--- src/rtl/mul_div_unit.sv ---
// Iterative RISC-V M-extension execute unit: shift-add multiply and restoring
// divide on operand magnitudes, sign fix-up in a final cycle, start/done handshake.
module mul_div_unit #(
    parameter int XLEN      = 32,
    parameter bit EARLY_OUT = 1'b1
) (
    input  logic            clk_i,
    input  logic            rst_i,
    input  logic            start_i,
    input  logic [2:0]      funct3_i,
    input  logic [XLEN-1:0] rs1_i,
    input  logic [XLEN-1:0] rs2_i,
    input  logic            flush_i,
    output logic            ready_o,
    output logic            busy_o,
    output logic            done_o,
    output logic [XLEN-1:0] result_o
);

    localparam int CW = $clog2(XLEN);
    localparam logic [CW-1:0]   CNT_LAST = CW'(XLEN - 1);
    localparam logic [XLEN-1:0] MIN_VAL  = {1'b1, {(XLEN-1){1'b0}}};

    typedef enum logic [1:0] {IDLE, CALC, FIX, DONE} state_t;

    state_t state_q, state_d;

    logic [2:0]        op_q;
    logic              neg_q_q, neg_r_q, special_q;
    logic [XLEN-1:0]   a_mag_q, b_mag_q, spec_res_q, result_q;
    logic [2*XLEN-1:0] acc_q;
    logic [XLEN:0]     rem_q;
    logic [XLEN-1:0]   quo_q;
    logic [CW-1:0]     cnt_q;

    logic              sgn_a_in, sgn_b_in, div_zero_in, ovf_in, special_in;
    logic              accept, early;
    logic [XLEN-1:0]   a_mag_in, b_mag_in, spec_res_in;
    logic [XLEN:0]     sum;
    logic [XLEN+1:0]   trial;
    logic [2*XLEN-1:0] prod;
    logic [XLEN-1:0]   quo_f, rem_f, fix_res;

    // Operand decode on the request inputs, used only on the accepting edge
    always_comb begin
        sgn_a_in    = ((funct3_i == 3'b001) || (funct3_i == 3'b010) ||
                       (funct3_i[2] && !funct3_i[0])) && rs1_i[XLEN-1];
        sgn_b_in    = ((funct3_i == 3'b001) || (funct3_i[2] && !funct3_i[0])) &&
                      rs2_i[XLEN-1];
        a_mag_in    = sgn_a_in ? -rs1_i : rs1_i;
        b_mag_in    = sgn_b_in ? -rs2_i : rs2_i;
        div_zero_in = funct3_i[2] && (rs2_i == '0);
        ovf_in      = funct3_i[2] && !funct3_i[0] && (rs1_i == MIN_VAL) && (rs2_i == '1);
        special_in  = div_zero_in || ovf_in;
        if (div_zero_in)
            spec_res_in = funct3_i[1] ? rs1_i : '1;
        else
            spec_res_in = funct3_i[1] ? '0 : rs1_i;
        accept = ready_o && start_i && !flush_i;
        early  = EARLY_OUT && special_in;
    end

    always_ff @(posedge clk_i or negedge rst_i) begin
        if (!rst_i)
            state_q <= IDLE;
        else
            state_q <= state_d;
    end

    always_comb begin
        state_d = state_q;
        ready_o = (state_q == IDLE) || (state_q == DONE);
        busy_o  = (state_q == CALC) || (state_q == FIX);
        done_o  = (state_q == DONE);
        case (state_q)
            IDLE:    if (accept) state_d = early ? DONE : CALC;
            CALC:    if (cnt_q == CNT_LAST) state_d = FIX;
            FIX:     state_d = DONE;
            DONE:    state_d = accept ? (early ? DONE : CALC) : IDLE;
            default: state_d = IDLE;
        endcase
        if (flush_i)
            state_d = IDLE;
    end

    // One iteration of each datapath; rem_q[XLEN] stays 0 so {rem_q, bit} is the shifted remainder
    always_comb begin
        sum   = {1'b0, acc_q[2*XLEN-1:XLEN]} + {1'b0, a_mag_q};
        trial = {rem_q, quo_q[XLEN-1]} - {2'b00, b_mag_q};
        prod  = neg_q_q ? -acc_q : acc_q;
        quo_f = neg_q_q ? -quo_q : quo_q;
        rem_f = neg_r_q ? -rem_q[XLEN-1:0] : rem_q[XLEN-1:0];
        if (special_q)
            fix_res = spec_res_q;
        else if (op_q[2])
            fix_res = op_q[1] ? rem_f : quo_f;
        else if (op_q[1:0] == 2'b00)
            fix_res = prod[XLEN-1:0];
        else
            fix_res = prod[2*XLEN-1:XLEN];
    end

    always_ff @(posedge clk_i or negedge rst_i) begin
        if (!rst_i) begin
            op_q       <= '0;
            neg_q_q    <= 1'b0;
            neg_r_q    <= 1'b0;
            special_q  <= 1'b0;
            a_mag_q    <= '0;
            b_mag_q    <= '0;
            spec_res_q <= '0;
            result_q   <= '0;
            acc_q      <= '0;
            rem_q      <= '0;
            quo_q      <= '0;
            cnt_q      <= '0;
        end else if (accept) begin
            op_q       <= funct3_i;
            neg_q_q    <= sgn_a_in ^ sgn_b_in;
            neg_r_q    <= sgn_a_in;
            special_q  <= special_in;
            a_mag_q    <= a_mag_in;
            b_mag_q    <= b_mag_in;
            spec_res_q <= spec_res_in;
            acc_q      <= {{XLEN{1'b0}}, b_mag_in};
            rem_q      <= '0;
            quo_q      <= a_mag_in;
            cnt_q      <= '0;
            if (early)
                result_q <= spec_res_in;
        end else if (state_q == CALC) begin
            cnt_q <= cnt_q + 1'b1;
            if (op_q[2]) begin
                quo_q <= {quo_q[XLEN-2:0], ~trial[XLEN+1]};
                rem_q <= trial[XLEN+1] ? {rem_q[XLEN-1:0], quo_q[XLEN-1]} : trial[XLEN:0];
            end else if (acc_q[0]) begin
                acc_q <= {sum, acc_q[XLEN-1:1]};
            end else begin
                acc_q <= {1'b0, acc_q[2*XLEN-1:1]};
            end
        end else if ((state_q == FIX) && !flush_i) begin
            result_q <= fix_res;
        end
    end

    assign result_o = result_q;

endmodule
--- config.mk ---
export PLATFORM = sky130hd
export DESIGN_NAME = mul_div_unit
export DESIGN_NICKNAME = d
export VERILOG_FILES = /design/src/rtl/mul_div_unit.sv
export SDC_FILE = /design/constraint.sdc
export NUM_CORES = 1
export LEC_CHECK = 0
export CORE_MARGIN = 2
export CORE_UTILIZATION = 55
export CTS_BUF_LIST = sky130_fd_sc_hd__clkbuf_4 sky130_fd_sc_hd__clkbuf_8
export CTS_CLUSTER_DIAMETER = 60
export DETAILED_ROUTE_END_ITERATION = 8
export PLACE_DENSITY = 0.86
export SYNTH_ARGS = -nofsm -noshare
export SYNTH_HDL_FRONTEND = slang
export SYNTH_SLANG_ARGS = --single-unit
--- constraint.sdc ---
create_clock -name clk_i -period 6.55 [get_ports clk_i]
set_input_delay 1.31 -clock clk_i [delete_from_list [all_inputs] [get_ports clk_i]]
set_output_delay 1.31 -clock clk_i [all_outputs]
set_load 0.005 [all_outputs]
### Placement view, run 1

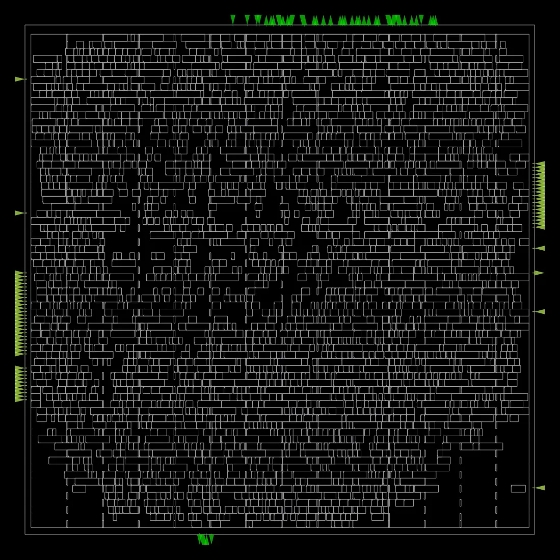
utilization after layout: 62.0%
Seq area share: 29.8%
Layout Cells excl Fill: 3071
total core area: 36600 sq um
TAP cells: 468

### Cells by drive strength, run 1

Scale bar: 50 microns.
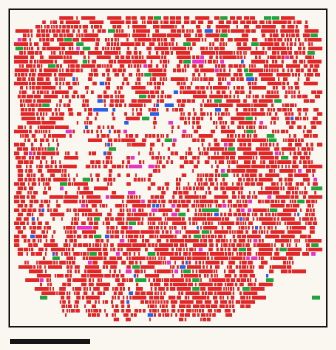
Key: x2 = blue [cells 38, share 1.5%, most used or2_2]; x3 and x4 = magenta [cells 53, share 2.0%, most used buf_4]; x1 and smaller = red [cells 2450, share 94%, most used nand2_1]; x6 and larger = green [cells 62, share 2.4%, most used clkbuf_8]
Buffers, non-clock: 132
Layout area overhead: 11.2%
final worst slack: 1.75 ns
post-route cell area: 22700 sq um

==> flow_metrics.tcl, run 1 <==
# yosys + openroad results
set metrics [dict create \
    cp-end-kind "flip-flop" \
    busiest_layer "met2" \
    setup.worst_path.class "flip-flop to flip-flop" \
    met1Wirelength_mm 30.2 \
    post_drt_wl_per_cell_microns 24.7 \
    syn_inst 2545 \
    final.setup.tns_ns 0 \
    cts.root.buffer_cell "clkbuf_8" \
    dr_wl_met2_mm 32.8 \
    post_cts_resized 0 \
    r2r_end "rem_q[32]" \
    pwr-share-seq_pct 27.3 \
    holdCritPathClass "flip-flop to flip-flop" \
    flop_cell "dfrtp_1" \
    synthXorXnorAreaFrac_pct 9.48 \
    p_int_mw 6.40 \
    max-cap-violations 0 \
    use_met2_pct 59.4 \
    ir_drop_mv 0.389 \
    status "complete, no violations" \
    power_density_nw_per_um2 574 \
    crit_start "quo_q[31]" \
    routed.top_layer "met4" \
    p_leak_nw 9.76 \
    row_count 70 \
    synthMuxAreaShare_pct 3.05 \
    lay_top_count "nand2_1" \
    finalNetCount 2720 \
    detail-route-antenna-nets 0 \
    pre_cts_slack_ns 1.32 \
    synth-edff-count 0 \
    top_logic_kind "AND-OR/OR-AND gates" \
    top_area_cell "dfrtp_1" \
    ys_sh_adder_pct 4.96 \
    grt_pass1_vias 19600 \
    rrSetupSlack_ns 1.75 \
    period_needed_ns 4.80 \
    min_to "spec_res_q[1]" \
    final_layout_size_suffix_gt1_share_pct 5.88 \
    clk_pin_slew_ns 0.06 \
    hold_viol 0 \
    cp.arrival_ns 5.34 \
    grt_overflow 0 \
    grt_use_total_pct 39.3 \
    syn_nets 2695 \
    rsz0062_at_grt "false" \
]
### The metal 4 layer, run 1

Supply wires on this layer in grey. Cells faint in the background.
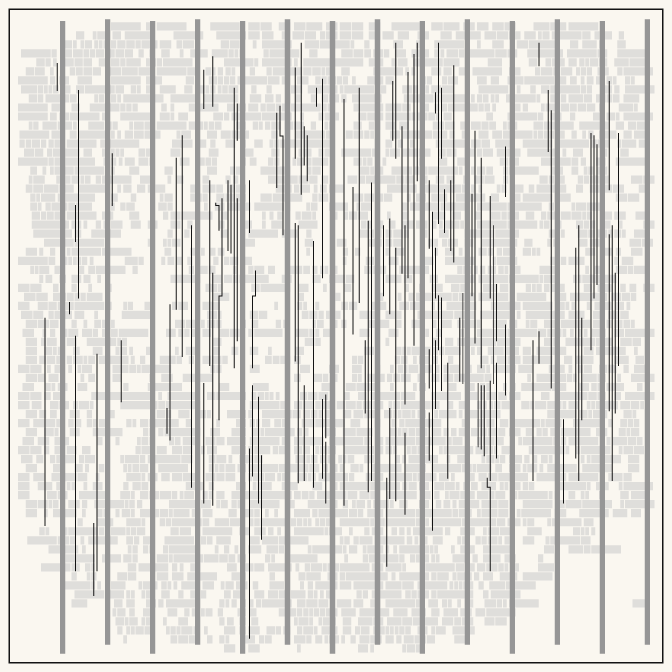
The wires run mostly vertical. The layer holds 5.8% of the routed length.

### Routed metal, one colour a layer, run 1

Scale bar: 50 microns.
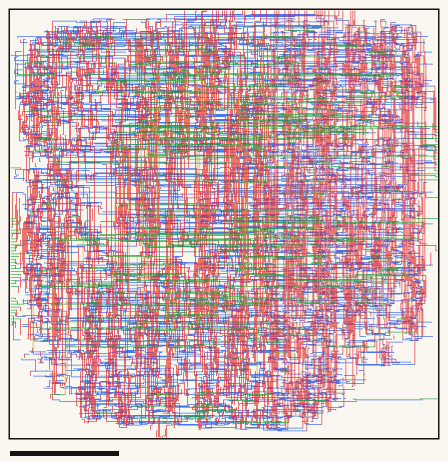
Key: M1 = blue [wire length 30.2 mm]; M4 = orange [wire length 4380 microns]; M2 = red [wire length 32.8 mm]; M3 = green [wire length 8370 microns]

run 1: metrics by stage:
step / util [%] / power (mW)
final: 62.0 / 13.0
after global routing: 62.0 / 13.9
after CTS: 62.0 / 12.8
after detailed placement: 59.4 / 11.1
after global placement: 59.4 / 10.9
after floorplan: - / 8.59
run 1: flip-flops by register name (all words and copies together) (netlist names), 2 cells and up:
register / flops
spec_res_q: 32
result_o: 32
acc_q: 64
op_q: 3
state_q: 2
a_mag_q: 32
quo_q: 32
b_mag_q: 32
cnt_q: 5
rem_q: 33
run 1: cell type report:
cell class,instances,area (sq um),area share (%)
clock inverters,17,140,0.617
multi-input cells,2048,12800,56.6
repair buffers,132,1280,5.65
flip-flops and latches,270,6760,29.8
well taps,468,586,2.58
clock buffers,65,832,3.66
inverters,71,267,1.17
==> run 2: changes to the inputs <==
- PLACE_DENSITY: 0.86 -> 0.89
- clock period: 6.55 -> 3.91 ns (I/O delays scaled with it)
### Placement view, run 2

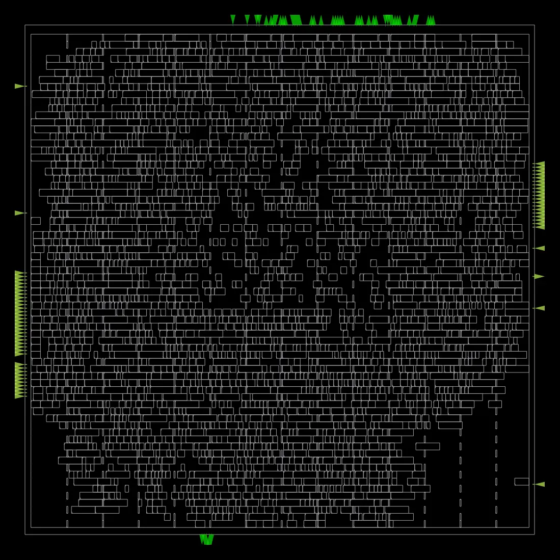
Filler Cells Inserted: 2978
Layout Cells excl Fill: 3199

==> flow_metrics.tcl, run 2 <==
# yosys + openroad results
set metrics [dict create \
    status "complete, no violations" \
    crit_start "rem_q[1]" \
    hold_viol 0 \
    syn_inst 2545 \
    grt_pass1_vias 20200 \
    finalNetCount 2844 \
    final.setup.tns_ns 0 \
    busiest_layer "met2" \
    top_register "acc_q" \
    grt_overflow 0 \
    nClkBuffers 70 \
    clk_pin_slew_ns 0.07 \
    final_layout_size_suffix_gt1_share_pct 10.4 \
    p_leak_nw 10.5 \
    max-cap-violations 0 \
    sh_seq_area_pct 28.3 \
    dominant_cells "multi-input combinational cells" \
    detail-route-antenna-nets 0 \
    holdCritPathClass "primary input to asynchronous set/reset pin" \
    routed.top_layer "met5" \
    pwr-share-seq_pct 24.6 \
    syn_to_final_growth_pct 16.9 \
    sh_comb_area_pct 53.9 \
    cp-end-kind "flip-flop" \
    period_needed_ns 3.78 \
    tapCellCount 468 \
    post_cts_resized 0 \
    synth-edff-count 0 \
    top_area_cell "dfrtp_1" \
]
[run 2: through the flow]
stage	util (%)	instance area (sq um)	worst slack, ns	hold WS [ns]	total power, mW
5_1_grt	65.2	23900	-0.0106	0.294	24.4
3_5_place_dp	62.1	22700	0.0379	0.464	19.4
2_1_floorplan	-	20400	0.453	0.438	14.4
6_report	65.2	23900	0.132	0.218	23.1
4_1_cts	65.2	23900	0.222	0.230	22.6
3_3_place_gp	62.1	22700	0.128	0.450	19.0
[run 2: cell families after synthesis]
family / after synthesis / share of synthesized area (%)
AND-OR/OR-AND: 841 / 25.6
buffers and inverters: 227 / 4.27
multiplexers: 62 / 3.05
adder cells (fa/ha/maj): 80 / 4.96
flip-flops: 270 / 33.1
XOR/XNOR: 221 / 9.48
AND/OR/NAND/NOR: 844 / 19.5
==> run 3: changes to the inputs <==
- CORE_UTILIZATION: 55 -> 50
- PLACE_DENSITY: 0.89 -> 0.83
### The metal 4 layer, run 3

Supply wires on this layer in grey. Cells faint in the background.
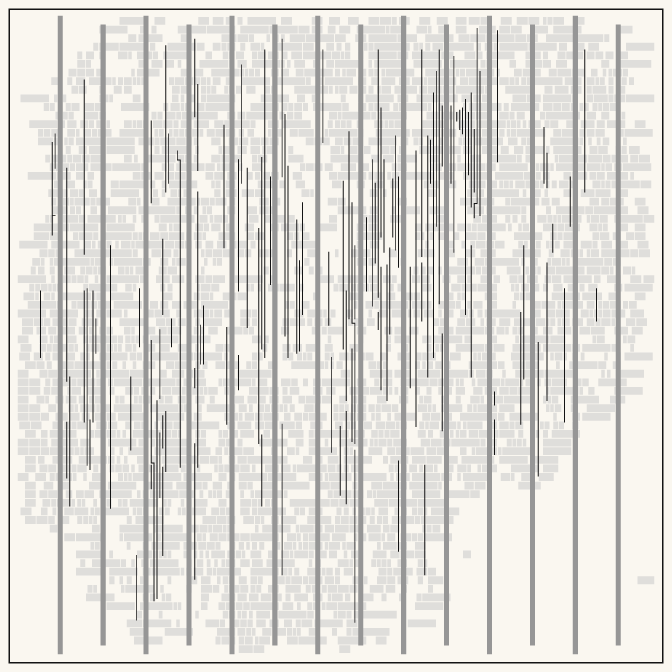
Post-Route WL: 77.4 mm
vias post-DR: 21200

==> flow_metrics.tcl, run 3 <==
# yosys + openroad results
set metrics [dict create \
    flop_cell "dfrtp_1" \
    cp.arrival_ns 4.22 \
    seq_area_sq_um 6760 \
    synthMuxAreaShare_pct 3.05 \
    p_leak_nw 10.4 \
    holdCritPathClass "primary input to asynchronous set/reset pin" \
    synthXorXnorAreaFrac_pct 9.48 \
    detail-route-antenna-nets 0 \
    met1Wirelength_mm 31.4 \
    whs_ns 0.113 \
    grt_pass1_vias 19800 \
    post_drt_wl_per_cell_microns 23.8 \
    clk_pin_slew_ns 0.07 \
    grt_use_total_pct 36.3 \
    nClkBuffers 73 \
    final.setup.tns_ns 0 \
    post_cts_resized 0 \
    use_met2_pct 54.9 \
    status "complete, no violations" \
    nNonClkInverters 71 \
    busiest_layer "met2" \
    power_density_nw_per_um2 970 \
    hold_viol 0 \
    worst_slack_ns 0.187 \
    synth-edff-count 0 \
    largest_reg_flops 64 \
]
-- run 3: netlist changes by cell type in the layout (fill, tap and decap cells not counted), sizes merged --
cell      change
buf          -16
bufinv        +1
clkbuf        +3
clkinv        -5
clkinvlp      -1
diode         +1
inv           +1
-- run 3: worst paths after layout --
path	startpoint	endpoint	slack [ns]	depth (start not counted)
worst min register to register	spec_res_q[0]	spec_res_q[0]	0.48	1
min in group clk_i	spec_res_q[0]	spec_res_q[0]	0.48	1
worst max-delay path	acc_q[13]	result_o[6]	0.19	7
worst min-delay path	rst_i	acc_q[36]	0.11	1
max in group asynchronous	rst_i	b_mag_q[17]	2.71	2
worst max register to register	acc_q[13]	result_o[6]	0.19	7

==> gallery <==
Met3 routing.
Scale bar: 50 microns.
image #1
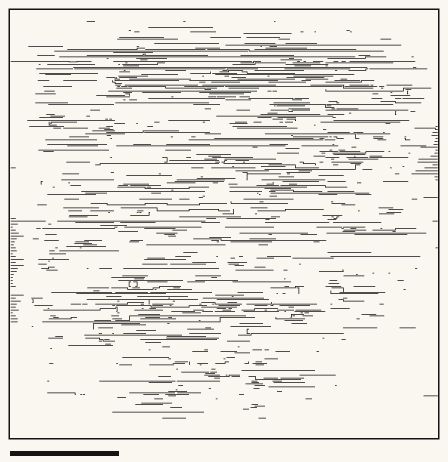
image #2
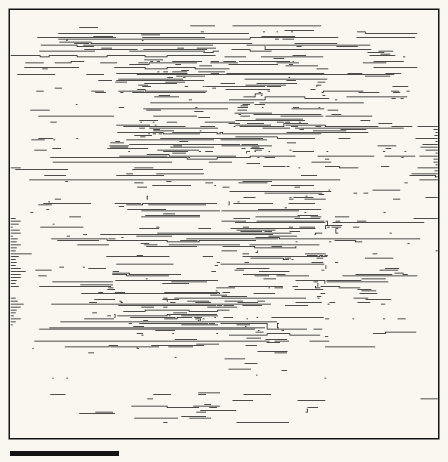
image #2: run 1
image #1: run 2

Key to image #2:
The wires run mostly horizontal. The layer holds 11% of the routed length.

Power is estimated from default activity; no workload was simulated.
